$ cat src/rtl/pixel_clip_fifo.sv
// Screen clipper and show-ahead pixel FIFO between the circle rasterizer and the VGA plot port.
// Forwards the drawer's done only once every accepted pixel has been handed to the adapter.
module pixel_clip_fifo #(
    parameter int DEPTH    = 8,
    parameter int SCREEN_W = 160,
    parameter int SCREEN_H = 120
) (
    input  logic                     clk,
    input  logic                     rst_n,
    input  logic                     in_plot,
    input  logic [8:0]               in_x,
    input  logic [7:0]               in_y,
    input  logic [2:0]               in_colour,
    input  logic                     in_done,
    input  logic                     out_ready,
    output logic [7:0]               vga_x,
    output logic [6:0]               vga_y,
    output logic [2:0]               vga_colour,
    output logic                     vga_plot,
    output logic                     done,
    output logic                     overflow,
    output logic [15:0]              clipped_count,
    output logic [$clog2(DEPTH):0]   fifo_level
);

    localparam int AW = $clog2(DEPTH);
    localparam int LW = AW + 1;

    typedef enum logic [1:0] {S_IDLE, S_DRAIN, S_DONE} state_t;

    function automatic logic [15:0] sat_inc16(input logic [15:0] v);
        return (v == 16'hFFFF) ? v : v + 16'd1;
    endfunction

    logic [17:0]   mem_q [DEPTH];
    logic [AW-1:0] wr_ptr_q, rd_ptr_q;
    logic [LW-1:0] level_q, level_d;
    logic          overflow_q;
    logic [15:0]   clip_cnt_q;
    state_t        state_q, state_d;

    logic signed [8:0] x_s;
    logic signed [7:0] y_s;
    logic              in_range, head_vld, full, pop, push, drop, clip;
    logic [17:0]       head;

    // Sign-extend before comparing so negative coordinates never alias onto the screen.
    assign x_s      = in_x;
    assign y_s      = in_y;
    assign in_range = (int'(x_s) >= 0) && (int'(x_s) < SCREEN_W) &&
                      (int'(y_s) >= 0) && (int'(y_s) < SCREEN_H);

    assign head_vld = (level_q != '0);
    assign full     = (level_q == LW'(DEPTH));
    assign pop      = head_vld && out_ready;
    assign push     = in_plot && in_range && (!full || pop);
    assign drop     = in_plot && in_range && full && !pop;
    assign clip     = in_plot && !in_range;

    always_comb begin
        level_d = level_q;
        if (push && !pop)
            level_d = level_q + LW'(1);
        else if (pop && !push)
            level_d = level_q - LW'(1);
    end

    always_ff @(posedge clk or negedge rst_n) begin
        if (!rst_n) begin
            wr_ptr_q   <= '0;
            rd_ptr_q   <= '0;
            level_q    <= '0;
            overflow_q <= 1'b0;
            clip_cnt_q <= '0;
        end else begin
            if (push) wr_ptr_q <= wr_ptr_q + AW'(1);
            if (pop)  rd_ptr_q <= rd_ptr_q + AW'(1);
            level_q <= level_d;
            if (drop) overflow_q <= 1'b1;
            if (clip) clip_cnt_q <= sat_inc16(clip_cnt_q);
        end
    end

    // Storage needs no reset: an entry is only visible once the level covers it.
    always_ff @(posedge clk) begin
        if (push)
            mem_q[wr_ptr_q] <= {in_x[7:0], in_y[6:0], in_colour};
    end

    always_ff @(posedge clk or negedge rst_n) begin
        if (!rst_n)
            state_q <= S_IDLE;
        else
            state_q <= state_d;
    end

    always_comb begin
        state_d = state_q;
        case (state_q)
            S_IDLE:  if (in_done) state_d = S_DRAIN;
            S_DRAIN: begin
                if (!in_done)
                    state_d = S_IDLE;
                else if (level_q == '0 && !push)
                    state_d = S_DONE;
            end
            S_DONE: begin
                if (!in_done)
                    state_d = S_IDLE;
                else if (push)
                    state_d = S_DRAIN;
            end
            default: state_d = S_IDLE;
        endcase
    end

    always_comb begin
        head       = mem_q[rd_ptr_q];
        vga_plot   = head_vld;
        vga_x      = head_vld ? head[17:10] : 8'd0;
        vga_y      = head_vld ? head[9:3]   : 7'd0;
        vga_colour = head_vld ? head[2:0]   : 3'd0;
        done       = (state_q == S_DONE);
    end

    assign overflow      = overflow_q;
    assign clipped_count = clip_cnt_q;
    assign fifo_level    = level_q;

endmodule

$ cat config.mk
export PLATFORM = sky130hd
export DESIGN_NAME = pixel_clip_fifo
export DESIGN_NICKNAME = d
export VERILOG_FILES = /design/src/rtl/pixel_clip_fifo.sv
export SDC_FILE = /design/constraint.sdc
export NUM_CORES = 1
export LEC_CHECK = 0
export CAP_MARGIN = 30
export CORE_MARGIN = 4
export CORE_UTILIZATION = 40
export CTS_CLUSTER_SIZE = 8
export DETAILED_ROUTE_END_ITERATION = 8
export GPL_TIMING_DRIVEN = 0
export PLACE_DENSITY = 0.57
export SYNTH_ARGS = -nofsm -noshare
export SYNTH_HDL_FRONTEND = slang
export SYNTH_SLANG_ARGS = --single-unit
export TNS_END_PERCENT = 20
$ cat constraint.sdc
create_clock -name clk -period 3.6 [get_ports clk]
set_clock_uncertainty 0.15 [all_clocks]
set_input_delay 0.72 -clock clk [delete_from_list [all_inputs] [get_ports clk]]
set_output_delay 0.72 -clock clk [all_outputs]
set_load 0.01 [all_outputs]
### Signal wires on met1, run 1

Drawn at 2 px/µm.
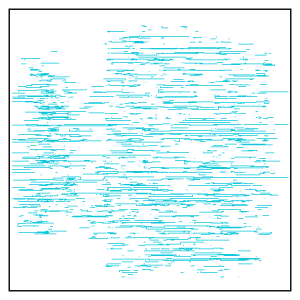
main direction: horizontal
nets with wire on the layer: 453

### Routing congestion map, run 1

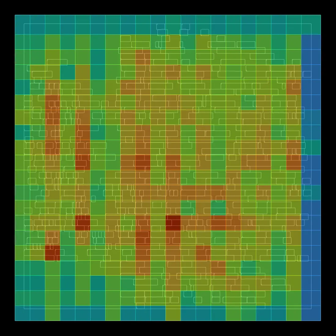
gr busiest metal: met2
mean routed wirelength per cell: 19.9 µm
GRT Total Usage: 0.154
Core Util, Final: 0.506

### Gate families picked out, run 1

Drawn at 2 px/µm.
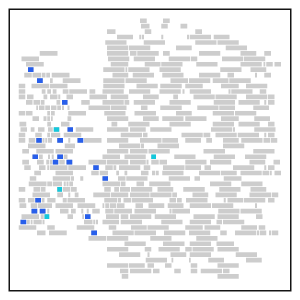
legend:
  cyan:
    family: AND-OR and OR-AND gates
    cells: 4
    where: middle left
  blue:
    family: XOR/XNOR gates
    cells: 19

### Zoomed window, run 1

Window x 93 to 118, y 93 to 118 µm. Cells in grey, sequential cells in the stronger grey; small squares are vias.
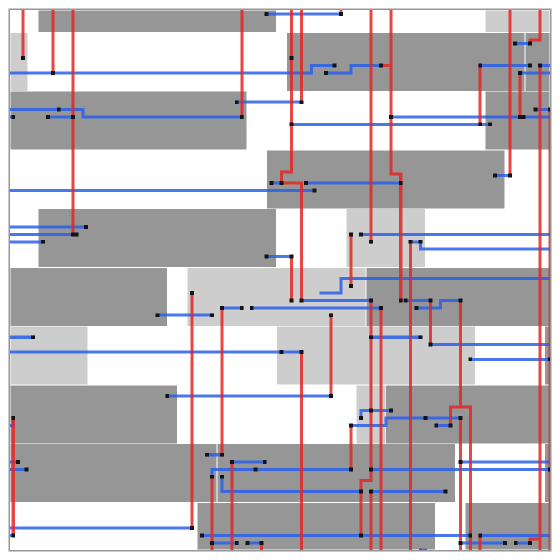
legend:
  red:
    layer: met2
  blue:
    layer: met1
cells with their middle in the window: 15
most frequent: edfxtp_1 (11)
sequential cells in the window: 11
netlist names of flops here include: mem_q (11)

==> impl_metrics.py, run 1 <==
# Flow results
metrics = {
    "place": {
        "place_area_um2": 8120,
        "dp.cells": 671,
        "routabilityCongestion": 0.783,
        "pre_cts_ws_ns": -0.484,
    },
    "floorplanning": {
        "core_area_um2": 17200,
        "rows": 48,
        "dieArea_um2": 19600,
        "die_height_um": 140,
        "die_w_um": 140,
        "io_pins": 66,
    },
    "logic_synthesis": {
        "syn-cell-area_um2": 6970,
        "top_area_frac": 0.620,
        "edf_count": 144,
        "synth-main-ff-cell": "edfxtp_1",
        "ys_area_um2": 6970,
        "synth_seq_share": 0.724,
        "yosys.area.top_type": "edfxtp_1",
        "ys_cells": 368,
        "synth.most_common_cell": "edfxtp_1",
        "avgSynthCellArea_um2": 18.9,
        "top_cells_by_area": "edfxtp_1 (62%), mux4_2 (12%), dfrtp_1 (10%)",
        "yosys_warnings": 0,
        "yosysUniqueCellTypes": 43,
        "synthCells": 368,
    },
    "setup_path": {
        "path_delay_family": "buffers and inverters",
        "cp_slowest_cell": "clkdlybuf4s50_1",
        "r2r_end": "fifo_level[3]",
        "arrival_ns": 2.59,
        "criticalPathCategory": "reg2out",
        "worstSetupStartpointType": "flop",
        "ff2ff_path_depth": 11,
        "rrSetupSlack_ns": 0.84,
        "cp_cell_sequence": "clkbuf_2 -> clkbuf_2 -> mux4_2 -> mux2i_1 -> nor2_1 -> clkdlybuf4s50_1",
        "slowest_delay_ns": 0.58,
        "crit_buf_inv": 3,
        "path_max_fanout": 10,
        "worst_setup_path_end_kind": "primary output",
    },
    "sta": {
        "rsz0062_at_grt": "no",
        "worst_hold_slack_ns": 0.340,
        "hold_violations": 0,
        "slew_headroom": 0.421,
        "tightest_slew_ns": 0.866,
        "finalCriticalPeriod_ns": 3.46,
        "layout_setup_ws_ns": 0.144,
        "finalCritPeriodShare": 0.960,
        "fmax_mhz": 289,
        "final-setup-viol-count": 0,
        "fin_setup_tns_ns": 0,
    },
    "clock_network": {
        "cts_made_buffers": 17,
        "hold_buffers": 0,
        "clock_latency_ns": 0.42,
        "ctsLongestPathBuffers": 2,
        "clock-sinks": 173,
        "path_clk_slew_ns": 0.06,
        "cts_tree": "done",
        "h-tree-depth": 4,
    },
    "grt": {
        "first_global_vias": 3922,
        "antenna_found_initial": 1,
        "globalRoute.totalOverflow": 0,
        "grt_pass1_wl_mm": 22.6,
    },
    "hold_path": {
        "holdPathStages": 1,
        "hold_end": "overflow",
        "hold_start": "overflow",
        "hold_path.class": "reg2reg",
    },
    "flow_run": {
        "drv_cap": 0,
        "log.warning_count": 27,
    },
    "run_status": {
        "outcome": "finished clean",
    },
    "detailed_routing": {
        "postRouteAntennaNets": 0,
        "dr_total_vias": 3592,
        "drt_iter0_drc": 232,
        "drc": 0,
        "wl_mm": 13.9,
        "drt_pass1_iterations": 4,
        "routed_via_density": 5.12,
    },
    "final_layout": {
        "final_layout_top_logic_cell": "edfxtp_1",
        "fin_area_um2": 8690,
        "seqCellArea_um2": 5050,
        "stdcell_count": 702,
        "nets": 496,
        "fillers": 1459,
        "final_cell_mix": "edfxtp_1 (144), clkdlybuf4s50_1 (58), mux4_2 (36)",
        "drive_gt1_frac": 0.220,
        "syn_to_final_growth_pct": 24.6,
    },
    "power_and_ir_drop": {
        "pwr-share-comb": 0.331,
        "p_int_w": 0.00431,
        "p_comb_w": 0.00204,
        "p_seq_frac": 0.406,
        "swShare": 0.299,
        "fin_total_pwr_w": 0.00615,
        "p_switching_w": 0.00184,
        "vdd_ir_drop_max_mv": 0.436,
        "power_density_nw_per_um2": 708,
        "power_leader": "registers",
        "pg_clk_w": 0.00161,
        "clkPwrFrac": 0.262,
    },
}
## run 1: worst max-delay path by stage
| stage | start | to | slack [ns] | depth (start not counted) |
|---|---|---|---|---|
| finish | rd_ptr_q[1] | vga_y[6] | 0.14 | 6 |
| global route | rd_ptr_q[1] | vga_y[6] | 0.01 | 6 |
| CTS | fifo_level[1] | vga_x[6] | 0.02 | 5 |
| detailed placement | in_x[6] | fifo_level[3] | -0.48 | 14 |
| global placement | in_x[5] | mem_q[0][0] | -3.10 | 6 |
| floorplan | in_x[8] | mem_q[0][0] | -0.53 | 5 |
## run 1: sequential cells by signal, indices dropped and copies added, names as in the netlist
| register | cells |
|---|---|
| wr_ptr_q | 3 |
| rd_ptr_q | 3 |
| clipped_count | 16 |
| state_q | 2 |
| fifo_level | 4 |
| mem_q | 144 |
| overflow | 1 |
## run 1: routing by layer
metal / GRT usage / vias up / routed length, µm
met1: 0.213 / 1835 / 6470
met5: 0 / - / 13
met3: 0.0437 / 9 / 591
met4: 0.0484 / 2 / 112
met2: 0.239 / 84 / 6760
li1: - / 1662 / -
## run 1: kinds of logic (layout without fill, tap and decap cells)
family,Yosys count,count (layout),share of synthesized area
muxes,59,59,0.150
buffers and inverters,17,126,0.0118
AOI/OAI and AO/OA,14,14,0.0144
and+or+nand+nor,79,79,0.0617
DFF,173,173,0.724
xor gates and xnor gates,19,19,0.0239
adders and majority gates,7,7,0.0136
## run 1: layout make-up
cell class	instances	area share
timing repair buffer	78	0.0948
sequential	173	0.581
clock inverter	14	0.0108
tap	225	0.0324
inverter	3	0.00187
multi-input combinational	178	0.219
clock buffer	18	0.0494
buffer	13	0.0108
## run 1: timing repair
item                       in CTS  in global routing
setup endpoints to repair      25                 35
setup buffers                   0                  0
resized                        14                 10
pin swaps                       0                  0
### Where the registers sit, run 1

Drawn at 3 px/µm. Other sequential cells in the stronger grey, the rest of the logic in the fainter grey.
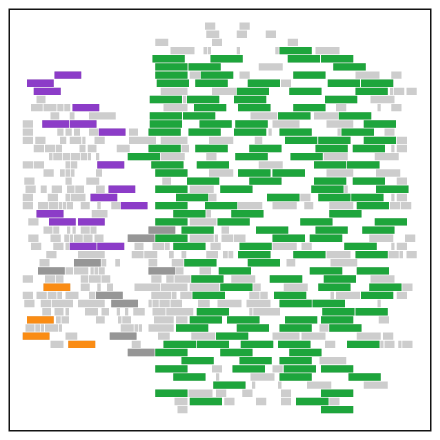

==> run 2, diff against run 1 <==
Settings changed: CORE_UTILIZATION 40 to 51, PLACE_DENSITY 0.57 to 0.71.
### Where the registers sit, run 2

Drawn at 4 px/µm. Other sequential cells in the stronger grey, the rest of the logic in the fainter grey.
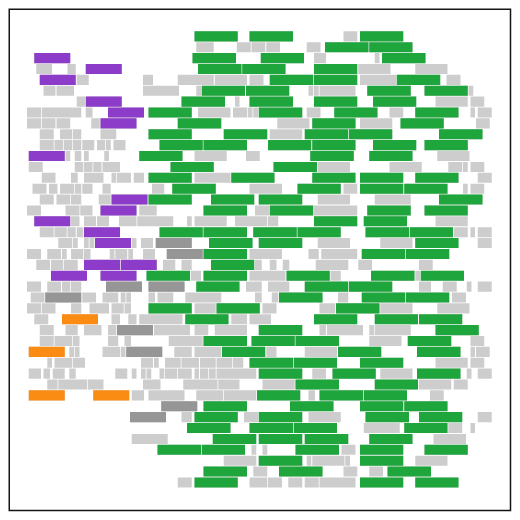
legend:
  purple:
    signal: clipped_count
    sequential_cells: 16
  orange:
    signal: fifo_level
    sequential_cells: 4
    where: lower left
  green:
    signal: mem_q
    sequential_cells: 144

### Signal wires on met1, run 2

Drawn at 2 px/µm.
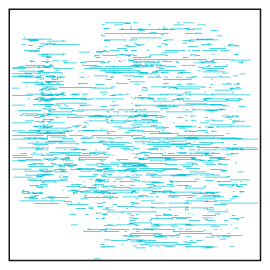
Post-Route WL: 13.6 mm
met1 usage: 0.247

==> impl_metrics.py, run 2 <==
# Flow results
metrics = {
    "logic_synthesis": {
        "synth-main-ff-cell": "edfxtp_1",
        "yosysUniqueCellTypes": 43,
        "synth.most_common_cell": "edfxtp_1",
        "synthCells": 368,
        "top_cells_by_area": "edfxtp_1 (62%), mux4_2 (12%), dfrtp_1 (10%)",
        "ys_cells": 368,
        "top_area_frac": 0.620,
        "edf_count": 144,
        "avgSynthCellArea_um2": 18.9,
        "ys_area_um2": 6970,
        "synth_seq_share": 0.724,
        "yosys_warnings": 0,
    },
    "final_layout": {
        "fillers": 902,
        "postLayoutCoreUtil": 0.652,
        "syn_to_final_growth_pct": 24.4,
        "fin_area_um2": 8670,
        "largest_register": "mem_q",
    },
    "detailed_routing": {
        "drt_pass1_iterations": 4,
        "dr_total_vias": 3687,
        "drt_iter0_drc": 292,
        "drc": 0,
    },
    "flow_run": {
        "log.warning_count": 29,
    },
    "floorplanning": {
        "die_w_um": 125,
        "io_pins": 66,
        "core_area_um2": 13300,
        "die_height_um": 125,
    },
    "run_status": {
        "outcome": "finished clean",
    },
    "power_and_ir_drop": {
        "swShare": 0.288,
        "p_int_w": 0.00443,
        "p_comb_w": 0.00200,
        "p_switching_w": 0.00179,
        "pg_clk_w": 0.00172,
        "power_leader": "registers",
        "p_seq_frac": 0.403,
        "pwr-share-comb": 0.322,
    },
    "sta": {
        "worst_hold_slack_ns": 0.334,
        "hold_violations": 0,
        "final-setup-viol-count": 0,
        "slew_headroom": 0.382,
        "fmax_mhz": 290,
        "fin_setup_tns_ns": 0,
        "finalCritPeriodShare": 0.959,
    },
    "clock_network": {
        "clock-sinks": 173,
        "path_clk_slew_ns": 0.06,
        "clock_latency_ns": 0.42,
        "cts_made_buffers": 17,
        "cts_tree": "done",
        "h-tree-depth": 4,
        "ctsLongestPathBuffers": 2,
    },
    "grt": {
        "first_global_vias": 3910,
        "grt_use_total": 0.184,
        "globalRoute.totalOverflow": 0,
    },
    "place": {
        "dp.cells": 622,
        "pre_cts_ws_ns": -0.492,
        "place_area_um2": 8080,
    },
    "setup_path": {
        "criticalPathCategory": "reg2out",
        "cp_cell_sequence": "buf_4 -> buf_4 -> mux4_2 -> mux2i_1 -> nor2_1 -> clkdlybuf4s50_1",
        "path_max_fanout": 10,
        "slowest_delay_ns": 0.53,
        "arrival_ns": 2.58,
    },
}
### Gate families picked out, run 2

Drawn at 2 px/µm.
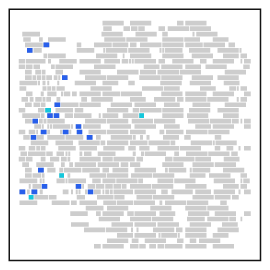
most numerous logic cell after layout: edfxtp_1
Non-Filler Instances: 653
Comb/total area: 0.219

run 2: what timing repair did:
action	CTS	global route
endpoints found under the setup margin	55	47
resized	13	7
buffers inserted	0	0
hold buffers	0	0
run 2: routing by layer:
metal  wire, µm  GRT usage
met5          0          0
met4        178     0.0676
met3        718     0.0476
met2       6850      0.294
met1       5840      0.247
run 2: final cells by class:
cell class	count	area (µm²)	area share
Clock inverter	13	124	0.0143
Tap cell	176	220	0.0254
Buffer	13	83.8	0.00967
Multi-Input combinational cell	178	1900	0.219
Clock buffer	18	429	0.0495
Antenna cell	1	2.50	0.000289
Timing Repair Buffer	78	843	0.0973
Sequential cell	173	5050	0.583
Inverter	3	16.3	0.00188
run 2: worst max-delay path, delay by kind of cell, from the launching register on:
family | cells | cell delay, ns
buf+inv | 3 | 1.03
flops | 1 | 0.37
mux | 2 | 0.71
simple gates | 1 | 0.06
run 2: cell families (layout without fill, tap and decap cells):
group | after synthesis | in the layout | share of synthesized area
flops | 173 | 173 | 0.724
simple gates | 79 | 79 | 0.0617
mux | 59 | 59 | 0.150
xor+xnor | 19 | 19 | 0.0239
buf+inv | 17 | 125 | 0.0118
compound gates | 14 | 14 | 0.0144
fa+ha+maj | 7 | 7 | 0.0136
other cells | 0 | 1 | 0
run 2: final timing paths:
path / slack (ns) / cells after the start / to
worst max-delay path: 0.15 / 6 / vga_x[5]
worst min-delay path: 0.33 / 1 / overflow
worst max register to register: 0.81 / 13 / fifo_level[3]
worst min register to register: 0.33 / 1 / overflow
max in group asynchronous: 2.28 / 2 / wr_ptr_q[2]
min in group asynchronous: 0.52 / 1 / clipped_count[5]
### Routing congestion map, run 2

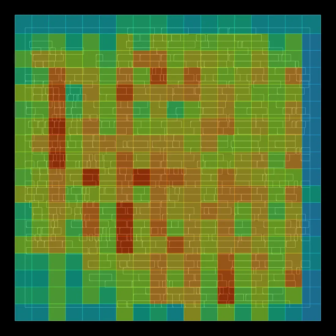

==> run 3, diff against run 2 <==
Settings changed: RECOVER_POWER from default to 50.
### Routing congestion map, run 3

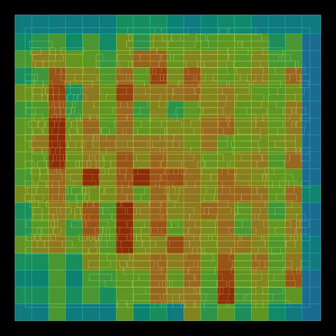
GR Util met3: 0.0476
Core Util, Final: 0.646

### Gate families picked out, run 3

Drawn at 2 px/µm.
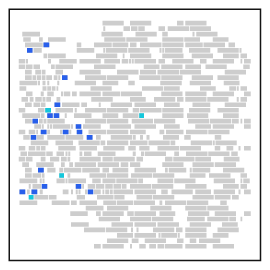
legend:
  cyan:
    family: AND-OR and OR-AND gates
    cells: 4
    where: middle left
  blue:
    family: XOR/XNOR gates
    cells: 19
Comb/total area: 0.221
Non-Filler Instances: 652

### Zoomed window, run 3

Window x 81 to 106, y 81 to 106 µm. Cells in grey, sequential cells in the stronger grey; small squares are vias.
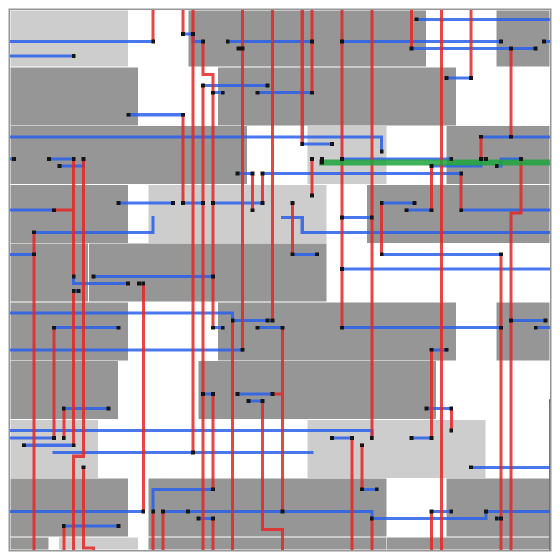

==> impl_metrics.py, run 3 <==
# Flow results
metrics = {
    "logic_synthesis": {
        "logic_family": "multiplexers",
        "yosys_warnings": 0,
        "yosysUniqueCellTypes": 43,
        "top_area_frac": 0.620,
        "synthCells": 368,
        "fp_nets": 400,
        "synth-main-ff-cell": "edfxtp_1",
        "edf_count": 144,
        "synth_seq_share": 0.724,
        "adder_share": 0.0136,
        "ys_ff": 173,
        "top_cells_by_area": "edfxtp_1 (62%), mux4_2 (12%), dfrtp_1 (10%)",
        "synth.most_common_cell": "edfxtp_1",
        "yosys.area_share.aoi": 0.0144,
        "ys_area_um2": 6970,
        "syn-cell-area_um2": 6970,
        "ys_sh_mux": 0.150,
        "avgSynthCellArea_um2": 18.9,
        "ys_sh_simple": 0.0617,
        "ys_cells": 368,
        "xor_area_frac": 0.0239,
    },
    "setup_path": {
        "arrival_ns": 3.64,
        "rrSetupSlack_ns": 0.81,
        "criticalPathCategory": "in2reg",
        "ff2ff_path_depth": 13,
        "reg2reg_from": "fifo_level[1]",
        "worst_setup_path_end_kind": "flop",
        "cp_slowest_cell": "or4b_1",
        "crit_buf_inv": 4,
        "path_max_fanout": 9,
        "slowest_delay_ns": 0.63,
        "cp_cell_sequence": "dlygate4sd2_1 -> o21a_1 -> or4b_1 -> nand2b_4 -> buf_6 -> clkinv_4 -> ha_1 -> inv_1 -> ha_1 -> a21o_1 -> a21oi_1 -> xnor2_1 -> nor2_1 -> xor2_1",
        "path_delay_family": "simple AND/OR/NAND/NOR gates",
        "r2r_end": "fifo_level[3]",
        "path_common_cell": "ha_1",
    },
    "clock_network": {
        "hold_buffers": 0,
        "ctsLongestPathBuffers": 2,
        "clock-sinks": 173,
        "path_clk_slew_ns": 0.06,
        "cts_tree": "done",
        "clock_latency_ns": 0.42,
        "h-tree-depth": 4,
        "postCtsSetupBuffers": 0,
        "cts_made_buffers": 17,
        "clockRootBuffer": "clkbuf_16",
    },
    "grt": {
        "grt_pass1_wl_mm": 21.6,
        "first_global_vias": 3910,
        "grt_use_total": 0.184,
        "antenna_found_initial": 0,
        "grt_max_degree": 21,
        "globalRoute.totalOverflow": 0,
    },
    "sta": {
        "slew_headroom": 0.238,
        "hold_violations": 0,
        "fmax_mhz": 287,
        "layout_setup_ws_ns": 0.111,
        "final-setup-viol-count": 0,
        "worst_hold_slack_ns": 0.325,
        "finalCriticalPeriod_ns": 3.49,
        "tightest_slew_ns": 1.14,
        "finalCritPeriodShare": 0.969,
    },
    "hold_path": {
        "hold_path.class": "reg2reg",
        "hold_end": "overflow",
        "holdPathStages": 1,
    },
    "power_and_ir_drop": {
        "p_int_w": 0.00442,
        "swShare": 0.289,
        "power_leader": "registers",
        "pg_clk_w": 0.00172,
        "pwr-share-comb": 0.321,
        "p_comb_w": 0.00199,
        "p_seq_frac": 0.403,
        "p_switching_w": 0.00179,
        "fin_total_pwr_w": 0.00621,
    },
    "floorplanning": {
        "core_area_um2": 13300,
        "die_height_um": 125,
        "io_pins": 66,
        "core_util_floorplan": 0.524,
        "rows": 42,
        "die_w_um": 125,
    },
    "run_status": {
        "outcome": "finished clean",
    },
    "flow_run": {
        "drv_cap": 0,
        "log.warning_count": 29,
    },
    "place": {
        "pre_cts_ws_ns": -0.492,
        "io_buffers": 65,
        "routabilityCongestion": 0.851,
    },
    "final_layout": {
        "final_layout_top_logic_cell": "edfxtp_1",
        "syn_to_final_growth_pct": 23.3,
        "drive_gt1_frac": 0.214,
        "nets": 496,
        "antenna_cells": 0,
        "largest_register": "mem_q",
    },
    "detailed_routing": {
        "drt_pass1_iterations": 4,
        "routed_via_density": 5.66,
        "drt_iter0_drc": 250,
        "drc": 0,
        "dr_total_vias": 3692,
        "wl_mm": 13.6,
    },
}
run 3: cell count changes in the layout (fill, tap and decap cells not counted), sizes merged:
cell,before,now
clkdlybuf4s50,58,43
dlygate4sd3,0,15
clkbuf,23,29
dlymetal6s2s,5,0
buf,21,20
diode,1,0
run 3: stage by stage:
| stage | TNS, ns | instance area (µm²) | utilization | cells |
|---|---|---|---|---|
| 2_1_floorplan | -12.87 | 6980 | - | 368 |
| 3_5_place_dp | -32.94 | 8080 | 0.608 | 622 |
| 6_report | 0 | 8590 | 0.646 | 652 |
| 3_3_place_gp | -234.59 | 7850 | 0.590 | 609 |
| 4_1_cts | -0.00999 | 8650 | 0.651 | 652 |
| 5_1_grt | -0.0104 | 8590 | 0.646 | 652 |
run 3: worst max-delay path by stage:
stage                         end  slack, ns  cells past startpoint        start
CTS                 fifo_level[3]      -0.01                     14      in_y[6]
floorplan             mem_q[0][0]      -0.53                      5      in_x[8]
finish              fifo_level[3]       0.11                     14      in_x[5]
detailed placement  fifo_level[3]      -0.49                     14      in_x[5]
global route             vga_y[4]      -0.01                      6  rd_ptr_q[0]
global placement      mem_q[0][0]      -3.02                      6      in_x[5]
run 3: what timing repair did:
action,in CTS,in global routing
pin swaps,0,0
setup endpoints to repair,55,47
gates resized,13,7
run 3: routing by layer:
| layer | up-vias | track usage | wire (µm) |
|---|---|---|---|
| met4 | 0 | 0.0676 | 153 |
| met2 | 106 | 0.294 | 6830 |
| met1 | 1912 | 0.247 | 5960 |
| li1 | 1663 | - | - |
| met5 | - | 0 | 0 |
| met3 | 11 | 0.0476 | 685 |
run 3: final cells by class:
type,count,area [µm²]
clock buffer,18,429
tap,176,220
clock inverter,13,124
buffer,13,83.8
timing repair buffer,78,776
fill,914,4700
inverter,3,16.3
sequential,173,5050
multi-input combinational,178,1900
Power is estimated from default activity; no workload was simulated.
